===== src/rtl/result_bcd_conv_if.sv =====
// Product/BCD handshake bundle between the multiplier output stage, the
// BCD converter and the seven-segment driver.
interface result_bcd_conv_if #(
  parameter int IN_W  = 16,
  parameter int N_DIG = 5
);
  logic [IN_W-1:0]    result;
  logic               done;
  logic               sign;
  logic [4*N_DIG-1:0] bcd;
  logic               bcd_valid;
  logic               busy;

  // master: product source / digit consumer; slave: the converter
  modport master (
    output result,
    output done,
    input  sign,
    input  bcd,
    input  bcd_valid,
    input  busy
  );

  modport slave (
    input  result,
    input  done,
    output sign,
    output bcd,
    output bcd_valid,
    output busy
  );
endinterface


===== src/rtl/result_bcd_conv.sv =====
// Sequential signed binary-to-BCD converter (double-dabble, one bit per cycle)
// triggered by the rising edge of the multiplier's done flag.
module result_bcd_conv #(
  parameter int IN_W  = 16,
  parameter int N_DIG = 5
) (
  input  logic             clk,
  input  logic             rst,
  result_bcd_conv_if.slave bus
);

  localparam int BCD_W = 4 * N_DIG;
  localparam int CNT_W = (IN_W > 1) ? $clog2(IN_W) : 1;
  localparam logic [CNT_W-1:0] LAST_CNT = CNT_W'(IN_W - 1);

  typedef enum logic [1:0] {
    IDLE  = 2'd0,
    SHIFT = 2'd1,
    HOLD  = 2'd2
  } state_t;

  state_t             state_q, state_d;
  logic               done_q;
  logic [CNT_W-1:0]   cnt_q, cnt_d;
  logic [BCD_W-1:0]   scratch_q, scratch_d;
  logic [IN_W-1:0]    mag_q, mag_d;
  logic               sgn_q, sgn_d;
  logic [BCD_W-1:0]   bcd_q, bcd_d;
  logic               sign_q, sign_d;
  logic               bcd_valid_q, bcd_valid_d;
  logic               busy_q, busy_d;

  logic               start;
  logic               abort;
  logic [BCD_W-1:0]   adj;
  logic [BCD_W-1:0]   shifted;

  assign start = bus.done & ~done_q;
  assign abort = ~bus.done & done_q;

  // Add-3 correction on every digit that would overflow past 9 after doubling
  generate
    for (genvar gi = 0; gi < N_DIG; gi++) begin : g_adj
      assign adj[4*gi +: 4] = (scratch_q[4*gi +: 4] >= 4'd5) ?
                              (scratch_q[4*gi +: 4] + 4'd3) :
                              scratch_q[4*gi +: 4];
    end
  endgenerate

  assign shifted = (adj << 1) | BCD_W'(mag_q[IN_W-1]);

  // State register and all datapath flops
  always_ff @(posedge clk or negedge rst) begin
    if (!rst) begin
      state_q     <= IDLE;
      done_q      <= 1'b0;
      cnt_q       <= '0;
      scratch_q   <= '0;
      mag_q       <= '0;
      sgn_q       <= 1'b0;
      bcd_q       <= '0;
      sign_q      <= 1'b0;
      bcd_valid_q <= 1'b0;
      busy_q      <= 1'b0;
    end else begin
      state_q     <= state_d;
      done_q      <= bus.done;
      cnt_q       <= cnt_d;
      scratch_q   <= scratch_d;
      mag_q       <= mag_d;
      sgn_q       <= sgn_d;
      bcd_q       <= bcd_d;
      sign_q      <= sign_d;
      bcd_valid_q <= bcd_valid_d;
      busy_q      <= busy_d;
    end
  end

  // Next-state logic; abort takes priority over any other transition
  always_comb begin
    state_d = state_q;
    unique case (state_q)
      IDLE: begin
        if (start) state_d = SHIFT;
      end
      SHIFT: begin
        if (abort)                  state_d = IDLE;
        else if (cnt_q == LAST_CNT) state_d = HOLD;
      end
      HOLD: begin
        if (abort) state_d = IDLE;
      end
      default: state_d = IDLE;
    endcase
  end

  // Datapath and registered-output next values
  always_comb begin
    cnt_d       = cnt_q;
    scratch_d   = scratch_q;
    mag_d       = mag_q;
    sgn_d       = sgn_q;
    bcd_d       = bcd_q;
    sign_d      = sign_q;
    bcd_valid_d = bcd_valid_q;

    if (abort) begin
      bcd_d       = '0;
      sign_d      = 1'b0;
      bcd_valid_d = 1'b0;
    end

    unique case (state_q)
      IDLE: begin
        if (start) begin
          // Negation wraps in IN_W bits, so the most negative input yields 2^(IN_W-1)
          mag_d     = bus.result[IN_W-1] ? (~bus.result + IN_W'(1)) : bus.result;
          sgn_d     = bus.result[IN_W-1];
          scratch_d = '0;
          cnt_d     = '0;
        end
      end
      SHIFT: begin
        if (!abort) begin
          scratch_d = shifted;
          mag_d     = mag_q << 1;
          cnt_d     = cnt_q + CNT_W'(1);
          if (cnt_q == LAST_CNT) begin
            bcd_d       = shifted;
            sign_d      = sgn_q;
            bcd_valid_d = 1'b1;
          end
        end
      end
      HOLD: begin
      end
      default: begin
      end
    endcase
  end

  assign busy_d = (state_d == SHIFT);

  assign bus.sign      = sign_q;
  assign bus.bcd       = bcd_q;
  assign bus.bcd_valid = bcd_valid_q;
  assign bus.busy      = busy_q;

endmodule


===== src/flat_wrapper.sv =====
// flat-port wrapper written by rule: the top's interface ports become plain ports
module result_bcd_conv_flat 
#(
  parameter int IN_W  = 16,
  parameter int N_DIG = 5
)
  (clk, rst, bus_result, bus_done, bus_sign, bus_bcd, bus_bcd_valid, bus_busy);
  result_bcd_conv_if #(.IN_W(IN_W), .N_DIG(N_DIG)) bus_i ();
  input  logic clk;
  input  logic rst;
  input wire logic [$bits(bus_i.result)-1:0] bus_result;
  input wire logic [$bits(bus_i.done)-1:0] bus_done;
  output wire logic [$bits(bus_i.sign)-1:0] bus_sign;
  output wire logic [$bits(bus_i.bcd)-1:0] bus_bcd;
  output wire logic [$bits(bus_i.bcd_valid)-1:0] bus_bcd_valid;
  output wire logic [$bits(bus_i.busy)-1:0] bus_busy;
  assign bus_i.result = bus_result;
  assign bus_i.done = bus_done;
  assign bus_sign = bus_i.sign;
  assign bus_bcd = bus_i.bcd;
  assign bus_bcd_valid = bus_i.bcd_valid;
  assign bus_busy = bus_i.busy;
  result_bcd_conv #(.IN_W(IN_W), .N_DIG(N_DIG)) u_core (.clk(clk), .rst(rst), .bus(bus_i));
endmodule

===== config.mk =====
export PLATFORM = sky130hd
export DESIGN_NAME = result_bcd_conv_flat
export DESIGN_NICKNAME = d
export VERILOG_FILES = /design/src/rtl/result_bcd_conv_if.sv /design/src/rtl/result_bcd_conv.sv /design/src/flat_wrapper.sv
export SDC_FILE = /design/constraint.sdc
export NUM_CORES = 1
export LEC_CHECK = 0
export CAP_MARGIN = 20
export CORE_MARGIN = 4
export CORE_UTILIZATION = 40
export CTS_CLUSTER_DIAMETER = 100
export DETAILED_ROUTE_END_ITERATION = 16
export PLACE_DENSITY_LB_ADDON = 0.15
export SYNTH_ARGS = -nofsm -noshare
export SYNTH_HDL_FRONTEND = slang
export SYNTH_SLANG_ARGS = --single-unit

===== constraint.sdc =====
create_clock -name clk -period 4.93 [get_ports clk]
set_input_delay 0.986 -clock clk [delete_from_list [all_inputs] [get_ports clk]]
set_output_delay 0.986 -clock clk [all_outputs]
set_load 0.1 [all_outputs]

A small window of the routed layout:
Window x 36 to 66, y 56 to 86 µm. Cells in grey, sequential cells in the stronger grey; small squares are vias.
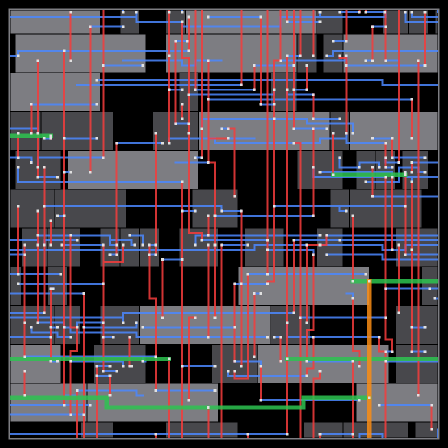
| colour | layer |
|---|---|
| red | metal 2 |
| green | metal 3 |
| orange | metal 4 |
| blue | metal 1 |
netlist names of flops here include: u_core.bus.bcd (7), u_core.scratch_q (7)
most frequent: dfrtp_1 (15), nand2_1 (8)
sequential cells in the window: 15
cells with their middle in the window: 57

Metal layers overlaid:
Scale: 4 px per µm. Only two layers are drawn.
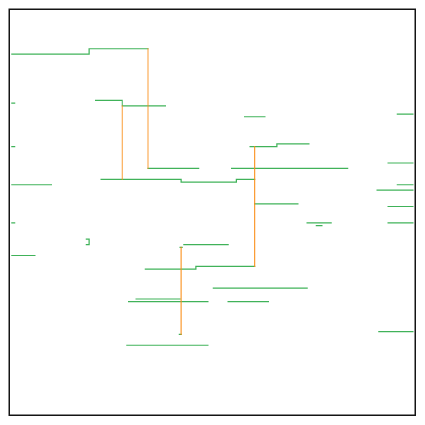
| colour | layer | wire length |
|---|---|---|
| orange | metal 4 | 100 µm |
| green | metal 3 | 363 µm |

==> impl_metrics.tcl <==
# metrics dict for downstream scripts
set metrics [dict create \
    gp_congestion 0.816 \
    n_antenna_cell 0 \
    drive_gt1_share_pct 6.62 \
    pg_comb_mw 0.395 \
    r2r-end "u_core.cnt_q[3]$_DFFE_PN0P_" \
    power.density_nw_per_um2 376 \
    port_buffers 41 \
    ys_sh_simple_pct 15.3 \
    crit_path_end "u_core.cnt_q[3]$_DFFE_PN0P_" \
    yosys.area.top_type "dfrtp_1" \
    cts_resized 0 \
    dieArea_um2 10200 \
    max_slew_margin_pct 34.8 \
    ys_seq_share_pct 48.3 \
    crit_required_ns 5.14 \
    clock_skew_ns 0.00927 \
    die-width_um 101 \
    io_pins 42 \
    utilization_pct 50.0 \
    min_path_type "reg -> reg" \
    leakage_nw 1.82 \
    cts.sinks 67 \
    p_comb_share_pct 25.2 \
    cts_max_level 3 \
    maxPowerGroup "registers" \
    dp_hpwl_mm 5.38 \
    synth.area.top_cells "dfrtp_1, nand2_1, a21oi_1" \
    clockRootBuffer "clkbuf_8" \
    tool_warnings 31 \
    min_to "u_core.mag_q[1]$_DFFE_PN0P_" \
    grt_overflow 0 \
    ys_cells 365 \
    worstHoldStart "u_core.mag_q[1]$_DFFE_PN0P_" \
    drv_slew 0 \
    startpoint "bus_done" \
    hold_viol 0 \
    grt_pass1_wl_mm 13.5 \
    cts_tree "done" \
    lay_top_count "dfrtp_1" \
    cp-end-kind "flip-flop" \
    yosys_area_um2 3470 \
    grt_antenna_before_repair 0 \
    most_common_cell "dfrtp_1" \
    fp.dieH_um 101 \
    num_rows 33 \
    grt_max_degree 37 \
    ys_types 44 \
    ys_warn_count 0 \
    aoi_share_pct 20.0 \
    r2r_start "u_core.done_q$_DFF_PN0_" \
    worst_pin_slew_ns 0.975 \
    yosysTopAreaCellShare_pct 48.3 \
    ir_drop_v 0.000175 \
    logic_family "AND-OR/OR-AND gates" \
    muxShareOfSynthArea_pct 2.02 \
    maxCapViolCount 0 \
    clock_latency_ns 0.34 \
    rrSetupSlack_ns 2.71 \
    finalCritPeriodShare_pct 60.4 \
    fp_util_pct 41.6 \
    path_max_fanout 24 \
    common_cells "dfrtp_1, nand2_1, a21oi_1" \
    grt_usage_pct 16.7 \
    syn_inst 365 \
    vias 2751 \
    ctsHoldBuffers 0 \
    drt-initial-drc-count 138 \
    routedWlPerCell_um 15.3 \
    numCtsBuffers 9 \
    period_needed_ns 2.98 \
    status "completed" \
    area_growth_pct 20.2 \
    ys.flops 67 \
    worstHoldPathCells 2 \
    p_int_mw 1.06 \
    drc 0 \
    syn_area_um2 3470 \
    flop_cell "dfrtp_1" \
    fmax_mhz 336 \
    path_class "in -> reg" \
    core-area_um2 8340 \
    setup-tns-final_ns 0 \
    pwr-share-seq_pct 45.8 \
    start_kind "input pin" \
    fp_nets 396 \
]
cell type report:
| cell class | count | area (µm²) |
|---|---|---|
| clock buffer | 13 | 159 |
| fill | 804 | 4170 |
| clock inverter | 2 | 35.0 |
| tap | 105 | 131 |
| timing repair buffer | 49 | 465 |
| multi-input combinational | 262 | 1650 |
| sequential | 67 | 1680 |
| inverter | 15 | 56.3 |
layer usage:
| metal | global-route usage [%] | share of wire [%] | up-vias |
|---|---|---|---|
| li1 | - | - | 1357 |
| met1 | 22.5 | 47 | 1332 |
| met2 | 26.5 | 47 | 52 |
| met3 | 4.48 | 4.6 | 10 |
| met4 | 4.60 | 1.3 | 0 |
| met5 | 0 | 0 | - |
critical path, stage by stage:
cell             delay [ns]
clkdlybuf4s50_1        0.48
nor2b_1                0.67
buf_4                  0.34
o21ai_1                0.09
buf_4                  0.24
nand4_1                0.14
xor2_1                 0.18
nor2_1                 0.06
flip-flops by register name, indices dropped and copies added (netlist names):
name                  flops
u_core.scratch_q         20
u_core.bus.sign           1
u_core.state_q            2
u_core.bus.busy           1
u_core.done_q             1
u_core.bus.bcd           20
u_core.bus.bcd_valid      1
u_core.mag_q             16
u_core.cnt_q              4
u_core.sgn_q              1
per-stage QoR:
step                cells  setup slack (ns)  total power [mW]  hold WS (ns)  area, µm²
finish                513              1.95              1.57         0.491       4170
global route          513              1.76              1.69         0.509       4170
CTS                   513              1.97              1.59         0.496       4170
detailed placement    498              1.61              1.12         0.479       3980
global placement      498              1.62              1.12         0.471       3980
floorplan             365              2.37              1.00         0.450       3470
cell families after synthesis:
group                    Yosys count
flip-flops                        67
XOR/XNOR                          23
buffers and inverters             36
adder cells (fa/ha/maj)           12
AND/OR/NAND/NOR                  117
AND-OR/OR-AND                    103
multiplexers                       7
Power and IR drop assume default switching activity.
